Fig. 1: signal wires on met3
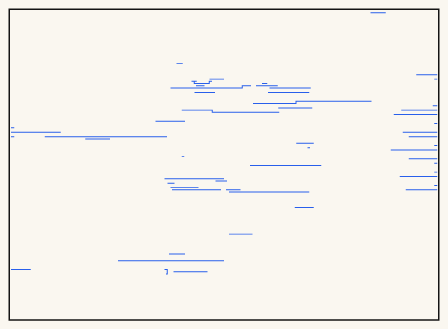
Fig. 2: wiring by layer
Two of the layers only.
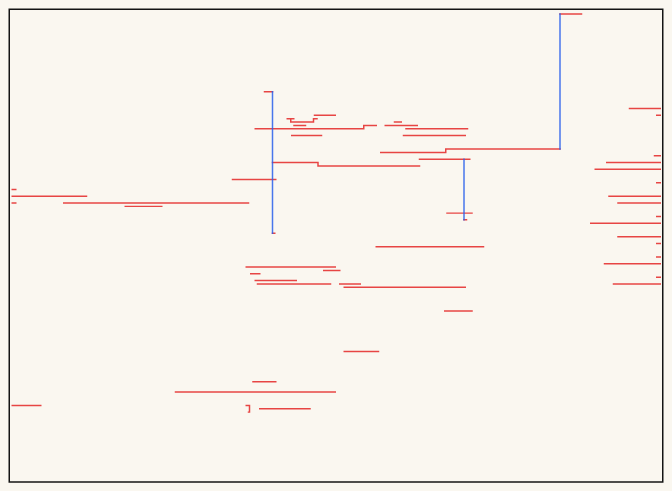
Fig. 3: routing congestion
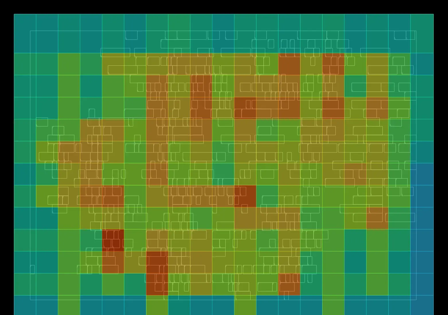
[src/rtl/trans_ascii_pkg.sv]
// -----------------------------------------------------------------------------
// trans_ascii_pkg
// Shared definitions for the multi-channel ASCII frame formatter:
//   - state_e      : formatter FSM encoding
//   - ASC_*        : ASCII constants used when building a frame
//   - label_char() : two-character label per channel (8'h00 = no character)
//   - unit_char()  : one-character unit per channel
//   - label_entry(): first position inside a channel's label, skipping empty
//                    label characters (falls through to the colon if both
//                    label characters are empty)
//   - pow10()      : elaboration-time power of ten for digit saturation
// -----------------------------------------------------------------------------
package trans_ascii_pkg;

    typedef enum logic [3:0] {
        ST_IDLE  = 4'd0,
        ST_LEAD  = 4'd1,
        ST_LABEL = 4'd2,
        ST_COLON = 4'd3,
        ST_DIGIT = 4'd4,
        ST_UNIT  = 4'd5,
        ST_SEP   = 4'd6,
        ST_CR    = 4'd7,
        ST_LF    = 4'd8
    } state_e;

    localparam logic [7:0] ASC_NUL   = 8'h00;
    localparam logic [7:0] ASC_SPACE = 8'h20;
    localparam logic [7:0] ASC_COLON = 8'h3A;
    localparam logic [7:0] ASC_COMMA = 8'h2C;
    localparam logic [7:0] ASC_CR    = 8'h0D;
    localparam logic [7:0] ASC_LF    = 8'h0A;
    localparam logic [7:0] ASC_ZERO  = 8'h30;

    // Position in the frame where a channel's printed text starts.
    typedef struct packed {
        state_e     st;
        logic [1:0] sub;
    } label_pos_t;

    // Label table: ch0 "RH", ch1 "T", ch2 "V", ch3 "I".
    function automatic logic [7:0] label_char(input logic [1:0] ch, input logic sub);
        logic [7:0] c;
        case ({ch, sub})
            3'b000:  c = 8'h52; // 'R'
            3'b001:  c = 8'h48; // 'H'
            3'b010:  c = 8'h54; // 'T'
            3'b011:  c = 8'h00;
            3'b100:  c = 8'h56; // 'V'
            3'b101:  c = 8'h00;
            3'b110:  c = 8'h49; // 'I'
            3'b111:  c = 8'h00;
            default: c = 8'h00;
        endcase
        return c;
    endfunction

    // Unit table: ch0 '%', ch1 'C', ch2 'V', ch3 'A'.
    function automatic logic [7:0] unit_char(input logic [1:0] ch);
        logic [7:0] c;
        case (ch)
            2'd0:    c = 8'h25; // '%'
            2'd1:    c = 8'h43; // 'C'
            2'd2:    c = 8'h56; // 'V'
            2'd3:    c = 8'h41; // 'A'
            default: c = 8'h00;
        endcase
        return c;
    endfunction

    // Empty label characters consume no cycle, so entry skips straight past them.
    function automatic label_pos_t label_entry(input logic [1:0] ch);
        label_pos_t p;
        if (label_char(ch, 1'b0) != ASC_NUL) begin
            p.st  = ST_LABEL;
            p.sub = 2'd0;
        end else if (label_char(ch, 1'b1) != ASC_NUL) begin
            p.st  = ST_LABEL;
            p.sub = 2'd1;
        end else begin
            p.st  = ST_COLON;
            p.sub = 2'd0;
        end
        return p;
    endfunction

    function automatic int pow10(input int n);
        int p;
        p = 1;
        for (int i = 0; i < n; i++) begin
            p = p * 10;
        end
        return p;
    endfunction

endpackage

[src/rtl/trans_ascii_multi_if.sv]
// -----------------------------------------------------------------------------
// trans_ascii_multi_if
// Character stream handshake between the formatter and its consumer
// (typically a UART TX FIFO).
//   ascii       : current character
//   ascii_valid : ascii holds a character for the consumer
//   ascii_ready : consumer accepts ascii (transfer when valid && ready)
// Modports: master = character producer, slave = character consumer.
// -----------------------------------------------------------------------------
interface trans_ascii_multi_if;
    logic [7:0] ascii;
    logic       ascii_valid;
    logic       ascii_ready;

    modport master (output ascii, output ascii_valid, input ascii_ready);
    modport slave  (input ascii, input ascii_valid, output ascii_ready);
endinterface

[src/rtl/ascii_digit_sel.sv]
// -----------------------------------------------------------------------------
// ascii_digit_sel
// Combinational: picks one decimal digit of a channel value as ASCII.
//   value : unsigned channel value (DATA_W bits)
//   idx   : digit index, 0 = most significant of DIGITS printed digits
//   ascii : "0".."9"; values >= 10^DIGITS saturate to all "9"
// -----------------------------------------------------------------------------
module ascii_digit_sel
    import trans_ascii_pkg::*;
#(
    parameter int DIGITS = 2,
    parameter int DATA_W = 8
) (
    input  logic [DATA_W-1:0] value,
    input  logic [1:0]        idx,
    output logic [7:0]        ascii
);

    localparam logic [31:0] MAX_VAL  = 32'(pow10(DIGITS) - 1);
    localparam logic [1:0]  LAST_POS = 2'(DIGITS - 1);

    logic [31:0] val_s;
    logic [31:0] sat_s;
    logic [3:0]  d0_s;
    logic [3:0]  d1_s;
    logic [3:0]  d2_s;
    logic [1:0]  pos_s;
    logic [3:0]  dig_s;

    // Saturate, split into decimal digits and select the requested one.
    always_comb begin
        val_s = 32'(value);
        if (val_s > MAX_VAL) begin
            sat_s = MAX_VAL;
        end else begin
            sat_s = val_s;
        end
        d0_s  = 4'(sat_s % 32'd10);
        d1_s  = 4'((sat_s / 32'd10) % 32'd10);
        d2_s  = 4'((sat_s / 32'd100) % 32'd10);
        // idx counts from the most significant printed digit.
        pos_s = LAST_POS - idx;
        case (pos_s)
            2'd0:    dig_s = d0_s;
            2'd1:    dig_s = d1_s;
            2'd2:    dig_s = d2_s;
            default: dig_s = d0_s;
        endcase
        ascii = ASC_ZERO + {4'h0, dig_s};
    end

endmodule

[src/rtl/trans_ascii_multi.sv]
// -----------------------------------------------------------------------------
// trans_ascii_multi
// Formats NUM_CH channel values into one ASCII frame:
//   " " { label ":" DIGITS-digits unit } separated by "," then terminator.
// Ports:
//   clk, rst_n : rising-edge clock, asynchronous active-low reset
//   ch_data    : NUM_CH*DATA_W channel values, channel 0 in the LSBs
//   start      : one-cycle frame request, accepted only when idle
//   tx         : character stream (master modport: ascii/ascii_valid out,
//                ascii_ready in)
//   busy       : frame in progress (state != IDLE)
//   overrun    : one-cycle pulse when a start is dropped because busy
// Build option: define TRANS_ASCII_CRLF_EN to end frames with CR LF instead
// of LF alone.
// -----------------------------------------------------------------------------
module trans_ascii_multi
    import trans_ascii_pkg::*;
#(
    parameter int NUM_CH = 2,
    parameter int DIGITS = 2,
    parameter int DATA_W = 8
) (
    input  logic                     clk,
    input  logic                     rst_n,
    input  logic [NUM_CH*DATA_W-1:0] ch_data,
    input  logic                     start,
    trans_ascii_multi_if.master      tx,
    output logic                     busy,
    output logic                     overrun
);

    localparam logic [1:0] LAST_CH  = 2'(NUM_CH - 1);
    localparam logic [1:0] LAST_DIG = 2'(DIGITS - 1);

    state_e                   state_r;
    state_e                   state_next_s;
    logic [1:0]               ch_r;
    logic [1:0]               ch_next_s;
    logic [1:0]               sub_r;
    logic [1:0]               sub_next_s;
    logic [NUM_CH*DATA_W-1:0] snap_r;
    logic [7:0]               ascii_r;
    logic                     valid_r;
    logic                     busy_r;
    logic                     overrun_r;
    logic                     xfer_s;
    logic                     advance_s;
    label_pos_t               entry_s;
    logic [DATA_W-1:0]        ch_val_s;
    logic [7:0]               digit_char_s;
    logic [7:0]               char_s;

    assign tx.ascii       = ascii_r;
    assign tx.ascii_valid = valid_r;
    assign busy           = busy_r;
    assign overrun        = overrun_r;

    // Decide whether the FSM moves this cycle: start in IDLE, a transfer otherwise.
    always_comb begin
        xfer_s = valid_r & tx.ascii_ready;
        if (state_r == ST_IDLE) begin
            advance_s = start;
        end else begin
            advance_s = xfer_s;
        end
    end

    // Next-state logic: the state always names the character being presented.
    always_comb begin
        state_next_s = state_r;
        ch_next_s    = ch_r;
        sub_next_s   = sub_r;
        entry_s      = label_entry(ch_r);
        if (advance_s) begin
            case (state_r)
                ST_IDLE: begin
                    state_next_s = ST_LEAD;
                    ch_next_s    = 2'd0;
                    sub_next_s   = 2'd0;
                end
                ST_LEAD: begin
                    entry_s      = label_entry(2'd0);
                    state_next_s = entry_s.st;
                    ch_next_s    = 2'd0;
                    sub_next_s   = entry_s.sub;
                end
                ST_LABEL: begin
                    if ((sub_r == 2'd0) && (label_char(ch_r, 1'b1) != ASC_NUL)) begin
                        state_next_s = ST_LABEL;
                        sub_next_s   = 2'd1;
                    end else begin
                        state_next_s = ST_COLON;
                        sub_next_s   = 2'd0;
                    end
                end
                ST_COLON: begin
                    state_next_s = ST_DIGIT;
                    sub_next_s   = 2'd0;
                end
                ST_DIGIT: begin
                    if (sub_r == LAST_DIG) begin
                        state_next_s = ST_UNIT;
                        sub_next_s   = 2'd0;
                    end else begin
                        state_next_s = ST_DIGIT;
                        sub_next_s   = sub_r + 2'd1;
                    end
                end
                ST_UNIT: begin
                    if (ch_r == LAST_CH) begin
`ifdef TRANS_ASCII_CRLF_EN
                        state_next_s = ST_CR;
`else
                        state_next_s = ST_LF;
`endif
                    end else begin
                        state_next_s = ST_SEP;
                    end
                    sub_next_s = 2'd0;
                end
                ST_SEP: begin
                    entry_s      = label_entry(ch_r + 2'd1);
                    state_next_s = entry_s.st;
                    ch_next_s    = ch_r + 2'd1;
                    sub_next_s   = entry_s.sub;
                end
                ST_CR: begin
                    state_next_s = ST_LF;
                    sub_next_s   = 2'd0;
                end
                ST_LF: begin
                    state_next_s = ST_IDLE;
                    ch_next_s    = 2'd0;
                    sub_next_s   = 2'd0;
                end
                default: begin
                    state_next_s = ST_IDLE;
                    ch_next_s    = 2'd0;
                    sub_next_s   = 2'd0;
                end
            endcase
        end else begin
            state_next_s = state_r;
            ch_next_s    = ch_r;
            sub_next_s   = sub_r;
        end
    end

    // Select the snapshot value of the channel the next character belongs to.
    always_comb begin
        ch_val_s = '0;
        for (int i = 0; i < NUM_CH; i++) begin
            ch_val_s = (ch_next_s == 2'(i)) ? snap_r[i*DATA_W +: DATA_W] : ch_val_s;
        end
    end

    ascii_digit_sel #(
        .DIGITS (DIGITS),
        .DATA_W (DATA_W)
    ) u_digit_sel (
        .value (ch_val_s),
        .idx   (sub_next_s),
        .ascii (digit_char_s)
    );

    // Character that the next state presents.
    always_comb begin
        case (state_next_s)
            ST_IDLE:  char_s = ASC_NUL;
            ST_LEAD:  char_s = ASC_SPACE;
            ST_LABEL: char_s = label_char(ch_next_s, sub_next_s[0]);
            ST_COLON: char_s = ASC_COLON;
            ST_DIGIT: char_s = digit_char_s;
            ST_UNIT:  char_s = unit_char(ch_next_s);
            ST_SEP:   char_s = ASC_COMMA;
            ST_CR:    char_s = ASC_CR;
            ST_LF:    char_s = ASC_LF;
            default:  char_s = ASC_NUL;
        endcase
    end

    // State, counters, snapshot and registered outputs.
    always_ff @(posedge clk or negedge rst_n) begin
        if (!rst_n) begin
            state_r   <= ST_IDLE;
            ch_r      <= 2'd0;
            sub_r     <= 2'd0;
            snap_r    <= '0;
            ascii_r   <= 8'h00;
            valid_r   <= 1'b0;
            busy_r    <= 1'b0;
            overrun_r <= 1'b0;
        end else begin
            state_r <= state_next_s;
            ch_r    <= ch_next_s;
            sub_r   <= sub_next_s;
            // Snapshot only on the accepted start so the frame is self-consistent.
            if ((state_r == ST_IDLE) && start) begin
                snap_r <= ch_data;
            end
            // ascii/valid hold while the consumer stalls.
            if (advance_s) begin
                ascii_r <= char_s;
                valid_r <= (state_next_s != ST_IDLE);
            end
            busy_r    <= (state_next_s != ST_IDLE);
            // Still busy during the final LF transfer, so a start there is dropped too.
            overrun_r <= start & (state_r != ST_IDLE);
        end
    end

endmodule

[src/flat_wrapper.sv]
// flat-port wrapper written by rule: the top's interface ports become plain ports
module trans_ascii_multi_flat import trans_ascii_pkg::*;
#(
    parameter int NUM_CH = 2,
    parameter int DIGITS = 2,
    parameter int DATA_W = 8
)
  (clk, rst_n, ch_data, start, busy, overrun, tx_ascii, tx_ascii_valid, tx_ascii_ready);
  trans_ascii_multi_if tx_i ();
  input  logic clk;
  input  logic rst_n;
  input  logic [NUM_CH*DATA_W-1:0] ch_data;
  input  logic start;
  output logic busy;
  output logic overrun;
  output wire logic [$bits(tx_i.ascii)-1:0] tx_ascii;
  output wire logic [$bits(tx_i.ascii_valid)-1:0] tx_ascii_valid;
  input wire logic [$bits(tx_i.ascii_ready)-1:0] tx_ascii_ready;
  assign tx_ascii = tx_i.ascii;
  assign tx_ascii_valid = tx_i.ascii_valid;
  assign tx_i.ascii_ready = tx_ascii_ready;
  trans_ascii_multi #(.NUM_CH(NUM_CH), .DIGITS(DIGITS), .DATA_W(DATA_W)) u_core (.clk(clk), .rst_n(rst_n), .ch_data(ch_data), .start(start), .tx(tx_i), .busy(busy), .overrun(overrun));
endmodule
[config.mk]
export PLATFORM = sky130hd
export DESIGN_NAME = trans_ascii_multi_flat
export DESIGN_NICKNAME = d
export VERILOG_FILES = /design/src/rtl/trans_ascii_pkg.sv /design/src/rtl/trans_ascii_multi_if.sv /design/src/rtl/ascii_digit_sel.sv /design/src/rtl/trans_ascii_multi.sv /design/src/flat_wrapper.sv
export SDC_FILE = /design/constraint.sdc
export NUM_CORES = 1
export LEC_CHECK = 0
export CORE_ASPECT_RATIO = 0.7
export CORE_MARGIN = 5
export CORE_UTILIZATION = 35
export DETAILED_ROUTE_END_ITERATION = 16
export GPL_ROUTABILITY_DRIVEN = 0
export PLACE_DENSITY_LB_ADDON = 0.15
export REMOVE_ABC_BUFFERS = 1
export SETUP_SLACK_MARGIN = 0.4
export SLEW_MARGIN = 20
export SYNTH_ARGS = -nofsm -noshare
export SYNTH_HDL_FRONTEND = slang
export SYNTH_SLANG_ARGS = --single-unit
[constraint.sdc]
create_clock -name clk -period 21.4 [get_ports clk]
set_input_delay 2.14 -clock clk [delete_from_list [all_inputs] [get_ports clk]]
set_output_delay 2.14 -clock clk [all_outputs]
set_load 0.02 [all_outputs]
==> reports/metrics.yaml <==
logic_synthesis:
  syn_area_um2: 3610
  common_cells: "nor2_1, nand2_1, ha_1, o21ai_0, dfrtp_1"
  ys.flop_type: "dfrtp_1"
  postSynthCellCount: 441
clock_tree:
  cts_root_buf: "clkbuf_16"
  cts_tree: "built"
worst_hold_path:
  hold_path_end: "u_core.tx.ascii[4]"
  hp-start: "u_core.tx.ascii[4]"
detailed_routing:
  drt_first_pass_iters: 5
finish:
  clkCellAreaFrac_pct: 3.23
  fin_cells: 602
  logic_gates: 380
  n_clock_buffer: 5
  area_growth_pct: 15.7
  buffers: 34
  comb_share_pct: 63.3
global_routing:
  grt_antenna_before_repair: 0
outcome:
  status: "complete, no violations"
setup_path:
  startpoint_type: "primary input"
  r2r-start: "u_core.state_r[3]"
timing:
  slew_violations: 0
  setup_violations: 0
  rsz0062_at_grt: "false"
floorplanning:
  die_w_um: 131
place:
  dp_cells: 595
About Fig. 1:
- wire length on this layer: 497 um
- longest straight run: 37.3 um
- nets with wire on the layer: 48
- main direction: horizontal
DRT Wirelength: 9850 um
DR vias: 3411
met3 usage: 2.74%

About Fig. 2:
- met3: red (wire length 497 um)
- met4: blue (wire length 68.0 um)
global-route usage over all layers: 15.7%
WL per Instance: 16.4 um

About Fig. 3:
met1 Use GR: 25.4%
met2 Usage GRT: 21.7%
final core occ: 41.0%
Top Usage Layer GRT: met1

## cells by family (layout without fill, tap and decap cells)
kind of cell / count (synthesis) / after routing / share of synthesized area (%)
DFF: 34 / 34 / 23.5
xor gates and xnor gates: 14 / 14 / 3.39
other: 1 / 4 / 0.104
AOI/OAI and AO/OA: 144 / 144 / 27.8
and+or+nand+nor: 160 / 160 / 22.4
buffers and inverters: 30 / 56 / 3.53
adders and majority gates: 35 / 35 / 12.1
muxes: 23 / 23 / 7.10
## power by group through the flow
stage	sequential [mW]	combinational [mW]	clock [mW]
CTS	0.0644	0.0571	0.0700
detailed placement	0.0656	0.0569	0
finish	0.0645	0.0573	0.0679
floorplan	0.0657	0.0416	0
global placement	0.0656	0.0556	0
global route	0.0644	0.0646	0.0721
## sequential cells by signal, indices dropped and copies added, names as in the netlist
| name | count |
|---|---|
| u_core.tx.ascii_valid | 1 |
| u_core.sub_r | 2 |
| u_core.state_r | 4 |
| u_core.busy | 1 |
| u_core.ch_r | 2 |
| u_core.snap_r | 16 |
| u_core.overrun | 1 |
| u_core.tx.ascii | 7 |
## layer usage
layer / vias up / part of all wire, % / GRT usage (%)
li1: 1716 / - / -
met1: 1600 / 56 / 25.4
met2: 88 / 38 / 21.7
met3: 7 / 5.0 / 2.74
met4: 0 / 0.69 / 2.48
met5: - / 0 / 0
## worst max path at each step
| stage | to | slack (ps) | depth (start not counted) |
|---|---|---|---|
| 4_1_cts | u_core.tx.ascii[0] | 6840 | 45 |
| 6_report | u_core.tx.ascii[0] | 6830 | 45 |
| 3_3_place_gp | u_core.tx.ascii[0] | 7100 | 46 |
| 2_1_floorplan | u_core.tx.ascii[0] | 9150 | 45 |
| 5_1_grt | u_core.tx.ascii[0] | 5560 | 46 |
| 3_5_place_dp | u_core.tx.ascii[0] | 6570 | 45 |
No activity file was given, so power comes from the tool's default toggle rates.
